**src/rtl/instr_fetch_unit.sv**
```systemverilog
// Instruction fetch unit: issues single outstanding word fetches to the
// instruction memory and buffers up to two {pc, instr} entries for decode.
// A redirect flushes the buffer, retargets fetch_pc and discards the data of
// any request that is still in flight.
//
// state | meaning
// ------+-----------------------------------------------------------
// IDLE  | no request outstanding, waiting for buffer room
// WAIT  | request outstanding, response will be pushed into the FIFO
// DROP  | request outstanding, response will be thrown away
module instr_fetch_unit #(
    parameter logic [31:0] RESET_PC = 32'h0000_0000
) (
    input  logic        clk,
    input  logic        rst_n,
    output logic        imem_req,
    output logic [31:0] imem_addr,
    input  logic        imem_ack,
    input  logic [31:0] imem_rdata,
    output logic        out_valid,
    output logic [31:0] out_instr,
    output logic [31:0] out_pc,
    input  logic        out_ready,
    input  logic        redirect,
    input  logic [31:0] redirect_pc
);

    typedef enum logic [1:0] {
        S_IDLE = 2'd0,
        S_WAIT = 2'd1,
        S_DROP = 2'd2
    } state_t;

    state_t      state_q, state_d;
    logic [31:0] fetch_pc_q, fetch_pc_d;
    logic [31:0] req_addr_q, req_addr_d;

    logic [31:0] pc_mem_q    [2];
    logic [31:0] instr_mem_q [2];
    logic        wr_ptr_q, wr_ptr_d;
    logic        rd_ptr_q, rd_ptr_d;
    logic [1:0]  count_q, count_d;

    logic        issue;
    logic        push;
    logic        pop;
    logic [31:0] redirect_target;

    // Low two bits of the redirect target are forced to zero (word aligned).
    assign redirect_target = redirect_pc & 32'hFFFF_FFFC;

    // State register.
    always_ff @(posedge clk or negedge rst_n) begin
        if (!rst_n) begin
            state_q <= S_IDLE;
        end else begin
            state_q <= state_d;
        end
    end

    // Next-state logic; a response always ends the transaction, redirect
    // only decides whether its data is kept.
    always_comb begin
        state_d = state_q;
        case (state_q)
            S_IDLE: begin
                if (issue) begin
                    state_d = S_WAIT;
                end
            end
            S_WAIT: begin
                if (imem_ack) begin
                    state_d = S_IDLE;
                end else if (redirect) begin
                    state_d = S_DROP;
                end
            end
            S_DROP: begin
                if (imem_ack) begin
                    state_d = S_IDLE;
                end
            end
            default: state_d = S_IDLE;
        endcase
    end

    // Output / strobe decode. Issue is allowed with one entry buffered because
    // a single outstanding request can then fill at most the second slot.
    always_comb begin
        imem_req = (state_q != S_IDLE);
        issue    = (state_q == S_IDLE) && (count_q <= 2'd1) && !redirect;
        push     = (state_q == S_WAIT) && imem_ack && !redirect;
        pop      = out_valid && out_ready && !redirect;
    end

    // Fetch PC and latched request address.
    always_ff @(posedge clk or negedge rst_n) begin
        if (!rst_n) begin
            fetch_pc_q <= RESET_PC;
            req_addr_q <= RESET_PC;
        end else begin
            fetch_pc_q <= fetch_pc_d;
            req_addr_q <= req_addr_d;
        end
    end

    // Redirect wins over the +4 advance; the request address is captured only
    // at issue so it stays stable while fetch_pc moves underneath a DROP.
    always_comb begin
        fetch_pc_d = fetch_pc_q;
        req_addr_d = req_addr_q;
        if (redirect) begin
            fetch_pc_d = redirect_target;
        end else if (push) begin
            fetch_pc_d = fetch_pc_q + 32'd4;
        end
        if (issue) begin
            req_addr_d = fetch_pc_q;
        end
    end

    assign imem_addr = req_addr_q;

    // FIFO pointer and occupancy update; flush on redirect.
    always_comb begin
        wr_ptr_d = wr_ptr_q;
        rd_ptr_d = rd_ptr_q;
        count_d  = count_q;
        if (redirect) begin
            wr_ptr_d = 1'b0;
            rd_ptr_d = 1'b0;
            count_d  = 2'd0;
        end else begin
            if (push) begin
                wr_ptr_d = ~wr_ptr_q;
            end
            if (pop) begin
                rd_ptr_d = ~rd_ptr_q;
            end
            case ({push, pop})
                2'b10:   count_d = count_q + 2'd1;
                2'b01:   count_d = count_q - 2'd1;
                default: count_d = count_q;
            endcase
        end
    end

    // FIFO storage and pointers; the fetched word is tagged with fetch_pc,
    // which equals the address of the request being acknowledged in WAIT.
    always_ff @(posedge clk or negedge rst_n) begin
        if (!rst_n) begin
            for (int i = 0; i < 2; i++) begin
                pc_mem_q[i]    <= '0;
                instr_mem_q[i] <= '0;
            end
            wr_ptr_q <= 1'b0;
            rd_ptr_q <= 1'b0;
            count_q  <= 2'd0;
        end else begin
            if (push) begin
                pc_mem_q[wr_ptr_q]    <= fetch_pc_q;
                instr_mem_q[wr_ptr_q] <= imem_rdata;
            end
            wr_ptr_q <= wr_ptr_d;
            rd_ptr_q <= rd_ptr_d;
            count_q  <= count_d;
        end
    end

    assign out_valid = (count_q != 2'd0);
    assign out_pc    = pc_mem_q[rd_ptr_q];
    assign out_instr = instr_mem_q[rd_ptr_q];

`ifndef SYNTHESIS
    a_no_push_full: assert property (@(posedge clk) disable iff (!rst_n)
        push |-> (count_q != 2'd2));
    a_count_range: assert property (@(posedge clk) disable iff (!rst_n)
        count_q <= 2'd2);
    a_req_addr_stable: assert property (@(posedge clk) disable iff (!rst_n)
        (imem_req && !imem_ack) |=> (imem_req && $stable(imem_addr)));
`endif

endmodule

```
**config.mk**
```make
export PLATFORM = sky130hd
export DESIGN_NAME = instr_fetch_unit
export DESIGN_NICKNAME = d
export VERILOG_FILES = /design/src/rtl/instr_fetch_unit.sv
export SDC_FILE = /design/constraint.sdc
export NUM_CORES = 1
export LEC_CHECK = 0
export CAP_MARGIN = 25
export CELL_PAD_IN_SITES_DETAIL_PLACEMENT = 0
export CELL_PAD_IN_SITES_GLOBAL_PLACEMENT = 1
export CORE_AREA = 2 2 181 112
export DETAILED_ROUTE_END_ITERATION = 10
export DIE_AREA = 0 0 183 114
export PLACE_DENSITY_LB_ADDON = 0.1
export RECOVER_POWER = 50
export SETUP_SLACK_MARGIN = 0.02
export SLEW_MARGIN = 20
export SYNTH_ARGS = -nofsm -noshare
export SYNTH_HDL_FRONTEND = slang
export SYNTH_SLANG_ARGS = --single-unit
```
**constraint.sdc**
```tcl
create_clock -name clk -period 3.4 [get_ports clk]
set_input_delay 0.34 -clock clk [delete_from_list [all_inputs] [get_ports clk]]
set_output_delay 0.34 -clock clk [all_outputs]
set_load 0.02 [all_outputs]
```
Figure 1. Track usage over the die (run 1).
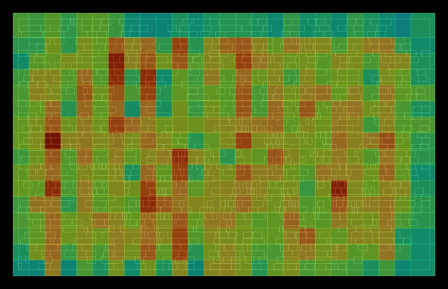
GRT busiest layer: met2
Total GRT Usage: 19.5%
met3 Usage GRT: 5.27%
Layout Utilization: 56.8%
drt wl/cell: 18.2 um

Figure 2. Cell sizes after repair (run 1).
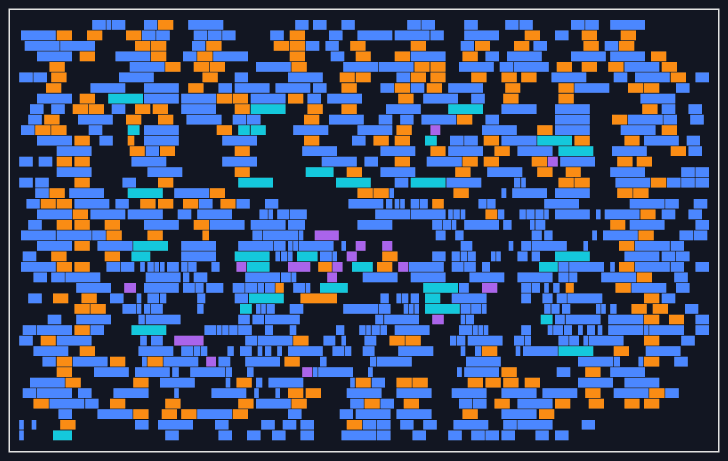
legend:
  cyan:
    size: _6 and larger
    cells: 32
    share: 3.9%
  blue:
    size: _0 and _1 cells
    cells: 552
    share: 67%
  orange:
    size: _2 cells
    cells: 217
    share: 27%
  purple:
    size: _3 and _4 cells
    cells: 17
    share: 2.1%

==> impl_metrics.yaml, run 1 <==
# flow metrics
die:
  die_x_um: 183
  core_sq_um: 19400
  fp_util_pct: 44.0
  taps: 252
  ios: 167
cts:
  path_clk_slew_ns: 0.07
  clockRootBuffer: "clkbuf_16"
timing:
  setup_viol: 0
  clock_skew_ns: 0.0128
  relSlewSlack_pct: 43.5
power_and_ir_drop:
  finalPower_mw: 9.82
  swShare_pct: 34.1
  power_density_nw_per_um2: 890
worst_hold_path:
  hold_path_depth: 3
  hp-start: "redirect_pc[6]"
layout:
  buf_share_pct: 15.9
  combGateArea_sq_um: 3580
  clock_buffers: 19
  logic_gate_count: 409
  largest_class: "flip-flops and latches"
  syn_to_final_growth_pct: 29.1
  sh_seq_area_pct: 43.1
critical_path:
  crit_family: "buffers and inverters"
  required_ns: 3.06
  crit_fanout: 22
  timing.rr.end: "fetch_pc_q[22]$_DFFE_PN0P_"
  cp.depth: 3
  start_kind: "flip-flop"
run:
  drv_cap: 0
detailed_routing:
  via_per_inst: 5.36
  wl_met3_um: 1190
yosys:
  mux_share_pct: 27.7
  top_logic_kind: "multiplexers"
  async_flop_share_pct: 100
  ys_sh_xor_pct: 1.74
  syn_inst: 654
  adder_share_pct: 0.439
  netlist_top_cells_count: "mux2_2, dfrtp_1, nand2_1"
status:
  status: "finished, final reports clean"
place:
  port_buffers: 160
  dp_hpwl_um: 13200
  placed_cell_area_sq_um: 10500
global_routing:
  grt_pass1_vias: 6015
  grtUsageMet1_pct: 26.8
Figure 3. Routed clock nets over the placement (run 1).
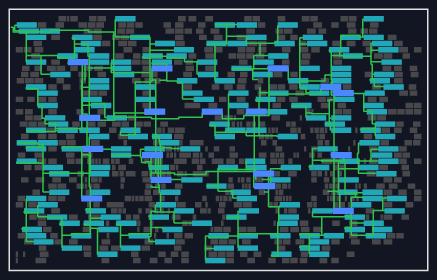
legend:
  green:
    item: clock wires
    length: 2280 um
  blue:
    item: clock drivers
    count: 17
  cyan:
    item: flip-flops
    count: 190
routed clock nets: 18
flops lie: all over the die

Figure 4. Gate-type map (run 1).
Bar = 50 um.
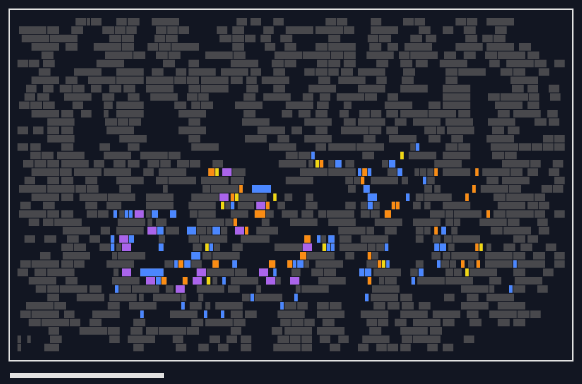

==> run 2: changes to the inputs <==
Settings changed: CORE_AREA 2 2 181 112 to 2 2 197 122, DIE_AREA 0 0 183 114 to 0 0 199 124.
Clock period 3.4 ns to 2.15 ns, I/O delays scaled along.
Figure 5. Gate-type map (run 2).
Bar = 50 um.
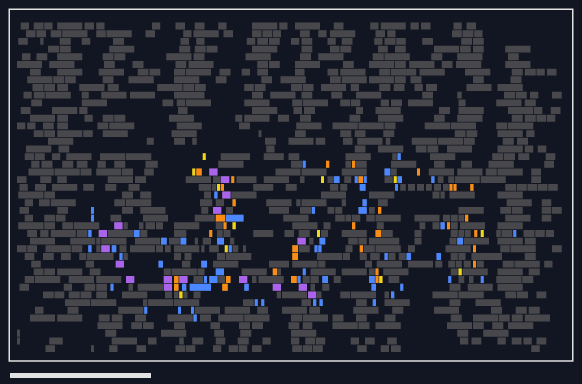
legend:
  blue:
    family: NAND gates
    cells: 62
    most_used: nand2_1
  yellow:
    family: inverters
    cells: 12
    most_used: inv_1
  purple:
    family: XOR/XNOR gates
    cells: 17
    most_used: xnor2_1
  orange:
    family: NOR gates
    cells: 33
    most_used: nor2_1

Figure 6. Track usage over the die (run 2).
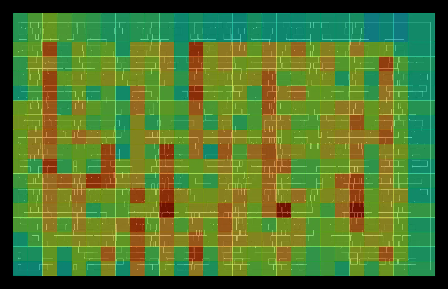
M2 GR Usage: 27.3%
GR met1 Demand/Resource: 25.4%

Figure 7. Cell sizes after repair (run 2).
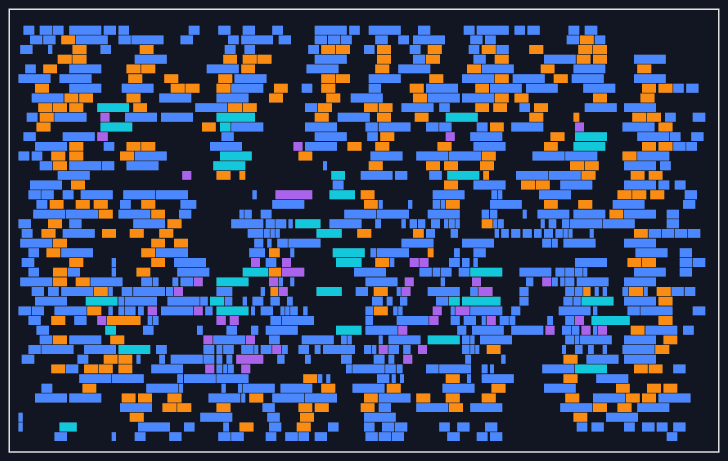
legend:
  orange:
    size: _2 cells
    cells: 220
    share: 26%
  purple:
    size: _3 and _4 cells
    cells: 44
    share: 5.2%
  blue:
    size: _0 and _1 cells
    cells: 555
    share: 65%
  cyan:
    size: _6 and larger
    cells: 33
    share: 3.9%

==> impl_metrics.yaml, run 2 <==
# flow metrics
run:
  drv_cap: 0
cts:
  path_clk_slew_ns: 0.07
detailed_routing:
  wl_per_cell_um: 18.1
  wl_met3_um: 975
die:
  core_sq_um: 22800
  fp_util_pct: 37.6
  die_x_um: 199
critical_path:
  timing.rr.end: "fetch_pc_q[30]$_DFFE_PN0P_"
  crit_family: "buffers and inverters"
  crit_fanout: 25
status:
  status: "finished, final reports clean"
yosys:
  ys_sh_xor_pct: 1.74
  mux_share_pct: 27.7
  adder_share_pct: 0.439
  async_flop_share_pct: 100
  top_logic_kind: "multiplexers"
power_and_ir_drop:
  power_density_nw_per_um2: 1360
layout:
  logic_gate_count: 409
  combGateArea_sq_um: 3580
  largest_class: "flip-flops and latches"
  clock_buffers: 17
global_routing:
  grt.met3_usage_pct: 4.22
